**Placement by cell class**

Fill, decap, tap and diode cells in grey.
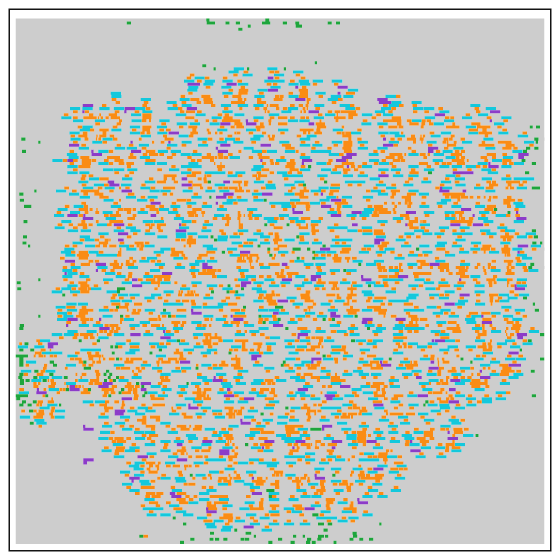
**Metal layers overlaid**

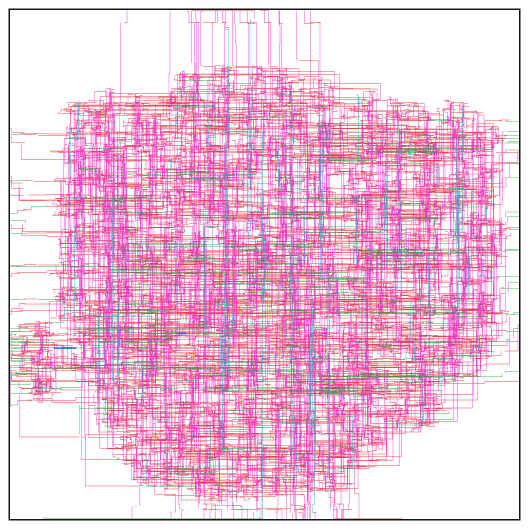
**Routed clock nets over the placement**

The bar under the picture is 100 um long.
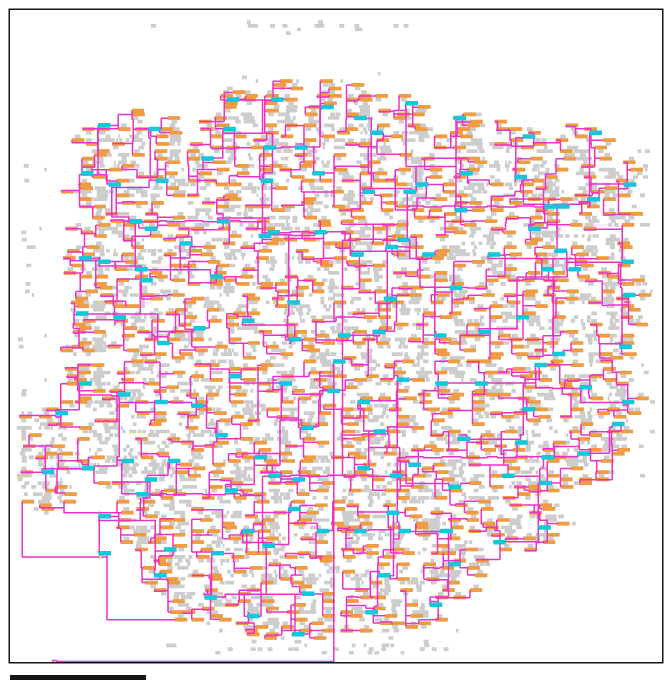
**Pin placement**

Pins as bars across the die edge, other pins in grey.
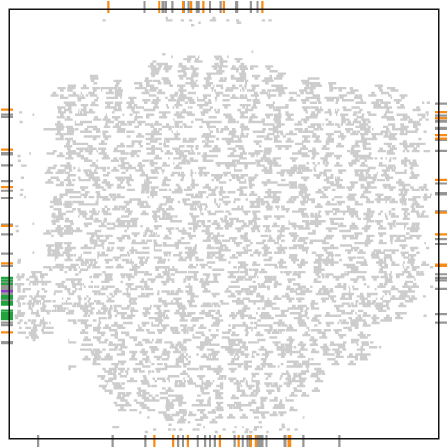
**Cell outlines without signal wires**

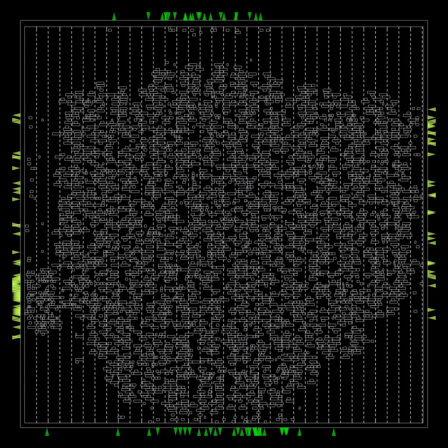
[src/rtl/reg_file_wb.sv]
// -----------------------------------------------------------------------------
// reg_file_wb
//
// Purpose:
//   32 x 32-bit MIPS general-purpose register file sitting at the end of the
//   writeback stage. It provides two combinational read ports for the ALU
//   operand path and one synchronous write port. A small tracking block
//   records the most recent committed write so that control logic and
//   checkers can see what the writeback stage last retired. $zero (index
//   ZERO_REG) always reads 0 and silently drops writes.
//
// Build option:
//   REG_FILE_BYPASS_EN - when defined, each read port forwards wr_data
//                        combinationally if it addresses the register being
//                        written in the same cycle (never for ZERO_REG).
//                        When undefined, reads come straight from the array.
//
// Ports:
//   clk            in   system clock, rising-edge active
//   reset          in   asynchronous, active-high; clears every register and
//                       all tracking state immediately
//   rs_addr        in   [ADDR_W-1:0] read port A index
//   rt_addr        in   [ADDR_W-1:0] read port B index
//   rs_data        out  [DATA_W-1:0] read port A data
//   rt_data        out  [DATA_W-1:0] read port B data
//   wr_en          in   regwrite strobe from control
//   wr_addr        in   [ADDR_W-1:0] destination index (rt / rd / $31)
//   wr_data        in   [DATA_W-1:0] writeback data (ALU, load, PC+4)
//   last_wr_addr   out  [ADDR_W-1:0] index of the most recent committed write
//   last_wr_valid  out  a committed write has happened since reset
//   wr_count       out  [15:0] committed writes since reset, saturating
//
// Write-port protocol:
//   There is no back-pressure. A write commits on every rising clk edge where
//   reset is low, wr_en is 1 and wr_addr differs from ZERO_REG. wr_addr and
//   wr_data only matter while wr_en is 1; wr_addr must be a known value then.
// -----------------------------------------------------------------------------
module reg_file_wb #(
    parameter int DATA_W   = 32,
    parameter int ADDR_W   = 5,
    parameter int ZERO_REG = 0
) (
    input  logic              clk,
    input  logic              reset,
    input  logic [ADDR_W-1:0] rs_addr,
    input  logic [ADDR_W-1:0] rt_addr,
    output logic [DATA_W-1:0] rs_data,
    output logic [DATA_W-1:0] rt_data,
    input  logic              wr_en,
    input  logic [ADDR_W-1:0] wr_addr,
    input  logic [DATA_W-1:0] wr_data,
    output logic [ADDR_W-1:0] last_wr_addr,
    output logic              last_wr_valid,
    output logic [15:0]       wr_count
);

    localparam int                DEPTH     = 2 ** ADDR_W;
    localparam logic [ADDR_W-1:0] ZERO_IDX  = ADDR_W'(ZERO_REG);
    localparam logic [15:0]       COUNT_MAX = 16'hFFFF;

    // -------------------------------------------------------------------------
    // Storage and tracking state
    // -------------------------------------------------------------------------
    logic [DATA_W-1:0] regs_q [DEPTH];

    logic [ADDR_W-1:0] last_wr_addr_q;
    logic [ADDR_W-1:0] last_wr_addr_d;
    logic              last_wr_valid_q;
    logic              last_wr_valid_d;
    logic [15:0]       wr_count_q;
    logic [15:0]       wr_count_d;

    // A write "commits" only when it actually changes architectural state;
    // writes aimed at $zero are dropped and are not counted.
    logic wr_commit;
    assign wr_commit = wr_en && (wr_addr != ZERO_IDX);

    // -------------------------------------------------------------------------
    // Register array
    // -------------------------------------------------------------------------
    always_ff @(posedge clk or posedge reset) begin
        if (reset) begin
            for (int i = 0; i < DEPTH; i++) begin
                regs_q[i] <= '0;
            end
        end else if (wr_commit) begin
            regs_q[wr_addr] <= wr_data;
        end
    end

    // -------------------------------------------------------------------------
    // Committed-write tracking
    // -------------------------------------------------------------------------
    always_comb begin
        last_wr_addr_d  = last_wr_addr_q;
        last_wr_valid_d = last_wr_valid_q;
        wr_count_d      = wr_count_q;
        if (wr_commit) begin
            last_wr_addr_d  = wr_addr;
            last_wr_valid_d = 1'b1;
            // Hold at the maximum rather than wrapping back to zero.
            if (wr_count_q != COUNT_MAX) begin
                wr_count_d = wr_count_q + 16'd1;
            end
        end
    end

    always_ff @(posedge clk or posedge reset) begin
        if (reset) begin
            last_wr_addr_q  <= '0;
            last_wr_valid_q <= 1'b0;
            wr_count_q      <= '0;
        end else begin
            last_wr_addr_q  <= last_wr_addr_d;
            last_wr_valid_q <= last_wr_valid_d;
            wr_count_q      <= wr_count_d;
        end
    end

    assign last_wr_addr  = last_wr_addr_q;
    assign last_wr_valid = last_wr_valid_q;
    assign wr_count      = wr_count_q;

    // -------------------------------------------------------------------------
    // Read ports
    // -------------------------------------------------------------------------
    logic [DATA_W-1:0] rs_array;
    logic [DATA_W-1:0] rt_array;

    // Index ZERO_REG is forced to 0 here rather than relying on the array
    // entry, so the guarantee holds regardless of array contents.
    assign rs_array = (rs_addr == ZERO_IDX) ? '0 : regs_q[rs_addr];
    assign rt_array = (rt_addr == ZERO_IDX) ? '0 : regs_q[rt_addr];

`ifdef REG_FILE_BYPASS_EN
    // Write-through forwarding: a reader of the register being written this
    // cycle sees the incoming value before the edge. wr_commit already
    // excludes ZERO_REG, so $zero is never forwarded.
    logic rs_fwd;
    logic rt_fwd;

    assign rs_fwd  = wr_commit && (wr_addr == rs_addr);
    assign rt_fwd  = wr_commit && (wr_addr == rt_addr);
    assign rs_data = rs_fwd ? wr_data : rs_array;
    assign rt_data = rt_fwd ? wr_data : rt_array;
`else
    // Pure array read: a same-cycle write becomes visible only after the edge.
    assign rs_data = rs_array;
    assign rt_data = rt_array;
`endif

    // -------------------------------------------------------------------------
    // Protocol check: the destination index must be known whenever the
    // regwrite strobe is high, otherwise the array update is undefined.
    // -------------------------------------------------------------------------
`ifndef SYNTHESIS
    wr_addr_known_a : assert property (
        @(posedge clk) disable iff (reset) wr_en |-> !$isunknown(wr_addr)
    );
`endif

endmodule
[config.mk]
export PLATFORM = sky130hd
export DESIGN_NAME = reg_file_wb
export DESIGN_NICKNAME = d
export VERILOG_FILES = /design/src/rtl/reg_file_wb.sv
export SDC_FILE = /design/constraint.sdc
export NUM_CORES = 2
export LEC_CHECK = 0
export CORE_MARGIN = 5
export CORE_UTILIZATION = 25
export DETAILED_ROUTE_END_ITERATION = 7
export PLACE_DENSITY_LB_ADDON = 0.15
export SLEW_MARGIN = 20
export SYNTH_ARGS = -nofsm -noshare
export SYNTH_HDL_FRONTEND = slang
export SYNTH_SLANG_ARGS = --single-unit
export TNS_END_PERCENT = 30
[constraint.sdc]
create_clock -name clk -period 57.8 [get_ports clk]
set_input_delay 17.34 -clock clk [delete_from_list [all_inputs] [get_ports clk]]
set_output_delay 17.34 -clock clk [all_outputs]
set_load 0.01 [all_outputs]
==> impl_metrics.yaml <==
# physical design summary
critical_path:
  rr_worst_depth: 4
  startpoint: "rt_addr[2]"
  r2r_setup_slack_ns: 55.89
  critPathCapture: "rt_data[14]"
clock_network:
  clk_latency_ns: 0.76
  cts_max_level: 4
  ctsResizeCount: 0
synth:
  yosys-top-cells-count: "mux2_2 (1,056), dfrtp_1 (1,046), mux4_2 (352), mux2i_1 (320), clkbuf_1 (248)"
  mux_share: 0.416
  aoi_share: 0.0521
  ys_async_sr_fraction: 1.00
  netlist_area_um2: 55400
  largest_area_cell: "dfrtp_1"
  most_common_cell: "mux2_2"
  ys_types: 46
power:
  p_seq_frac: 0.437
  power_density_nw_per_um2: 35.2
  power_frac_comb: 0.196
  clkPwrFrac: 0.367
finish:
  flop_area_um2: 26200
  fillers: 22200
  layout_top_cells: "mux2_2 (1,056), dfrtp_1 (1,046), mux4_2 (352), mux2i_1 (320), clkbuf_16 (138)"
  lay_top_count: "mux2_2"
global_route:
  grt_max_degree: 150
timing:
  fin_skew_ns: 0.0241
  tightest_slew_ns: 1.11
  fin_crit_sh: 0.689
  timing.final.crit_period_ns: 39.81
  timing.fmax_mhz: 25.1
  drv_slew: 0
worst_hold_path:
  whs_endpoint: "regs_q[995]"
outcome:
  status: "finished clean"
die:
  initial_utilization: 0.252
  row_count: 172
route:
  viasPerCell: 5.29
  postRouteAntennaNets: 0
  drt_drc_violations_left: 0
  first_iter_violations: 2778
  wl_um: 220000
-- 'placement by cell class' (at the start) --
[remaining logic cells] orange | cells: 2,388
[remaining buffers and delay cells] green | cells: 235
[registers] cyan | cells: 1,046
[clock drivers and dummy loads] purple | cells: 234

-- 'metal layers overlaid' (at the start) --
[M2] magenta | wire length: 100 mm
[M1] red | wire length: 99.3 mm
[M4] cyan | wire length: 7,620 um
[M3] green | wire length: 12,400 um
[M5] blue | wire length: 27.6 um
Vias: 36,300
detail-routed net length per standard cell: 32.0 um
Total GRT Usage: 0.189

-- 'routed clock nets over the placement' (at the start) --
[clock-net drivers] cyan | count: 133
[clock wires] magenta | length: 17,700 um
[flip-flops] orange | count: 1,046
routed clock nets: 134
flops lie: all over the die

-- 'pin placement' (at the start) --
[wr_count] green | pins: 16 | direction: output | edge: west
[rs_data] orange | pins: 32 | direction: output | edge: 10 south, 9 east, 7 north, 6 west
[wr_en] purple | pins: 1 | direction: input | edge: west
port bufs: 135
Die X: 481 um
Die Height: 481 um

-- 'cell outlines without signal wires' (at the start) --
Seq area share: 0.410
FFs & Latches: 1,046
Core Util, Final: 0.290

per-stage QoR:
stage / hold slack (ns) / area [um^2] / power [mW] / std cells / setup WS (ns)
2_1_floorplan: 0.441 / 55400 / 1.28 / 3881 / 11.02
3_3_place_gp: 0.379 / 59700 / 1.43 / 6627 / 18.04
3_5_place_dp: 0.383 / 59700 / 1.44 / 6627 / 18.05
4_1_cts: 0.396 / 64000 / 2.28 / 6861 / 18.03
5_1_grt: 0.409 / 63900 / 2.36 / 6862 / 17.84
6_report: 0.395 / 63900 / 2.25 / 6863 / 17.99
critical path: stages:
cell and delay, ns:
buf_8 0.34, buf_4 0.80, buf_4 0.80, buf_4 0.86
mux2i_1 0.21, a221oi_1 0.33, o21ai_0 0.14, a311oi_1 0.78
clkdlybuf4s50_1 0.68
layout make-up:
| type | instances | area share |
|---|---|---|
| diodes | 2 | 0.0000783 |
| clock buffers | 201 | 0.0618 |
| clock inverters | 33 | 0.00466 |
| inverters | 6 | 0.000529 |
| multi-input cells | 2382 | 0.433 |
| flip-flops and latches | 1046 | 0.410 |
| well taps | 2958 | 0.0579 |
| repair buffers | 235 | 0.0325 |
layer usage:
layer | vias to the layer above | track usage
met5 | - | 0
met4 | 4 | 0.0627
met3 | 342 | 0.0387
met2 | 1139 | 0.295
met1 | 20000 | 0.261
li1 | 14800 | -
flip-flops by register name, summed over array words and instances, names as in the netlist:
name / flops
regs_q: 1024
last_wr_addr: 5
last_wr_valid: 1
wr_count: 16
power by group through the flow:
stage | Clock [mW] | Sequential, mW | Combinational, mW
floorplan | 0 | 0.957 | 0.328
global placement | 0 | 0.991 | 0.440
detailed placement | 0 | 0.991 | 0.446
CTS | 0.853 | 0.980 | 0.447
global route | 0.882 | 1.00 | 0.478
finish | 0.827 | 0.983 | 0.441
Power and IR drop assume default switching activity.
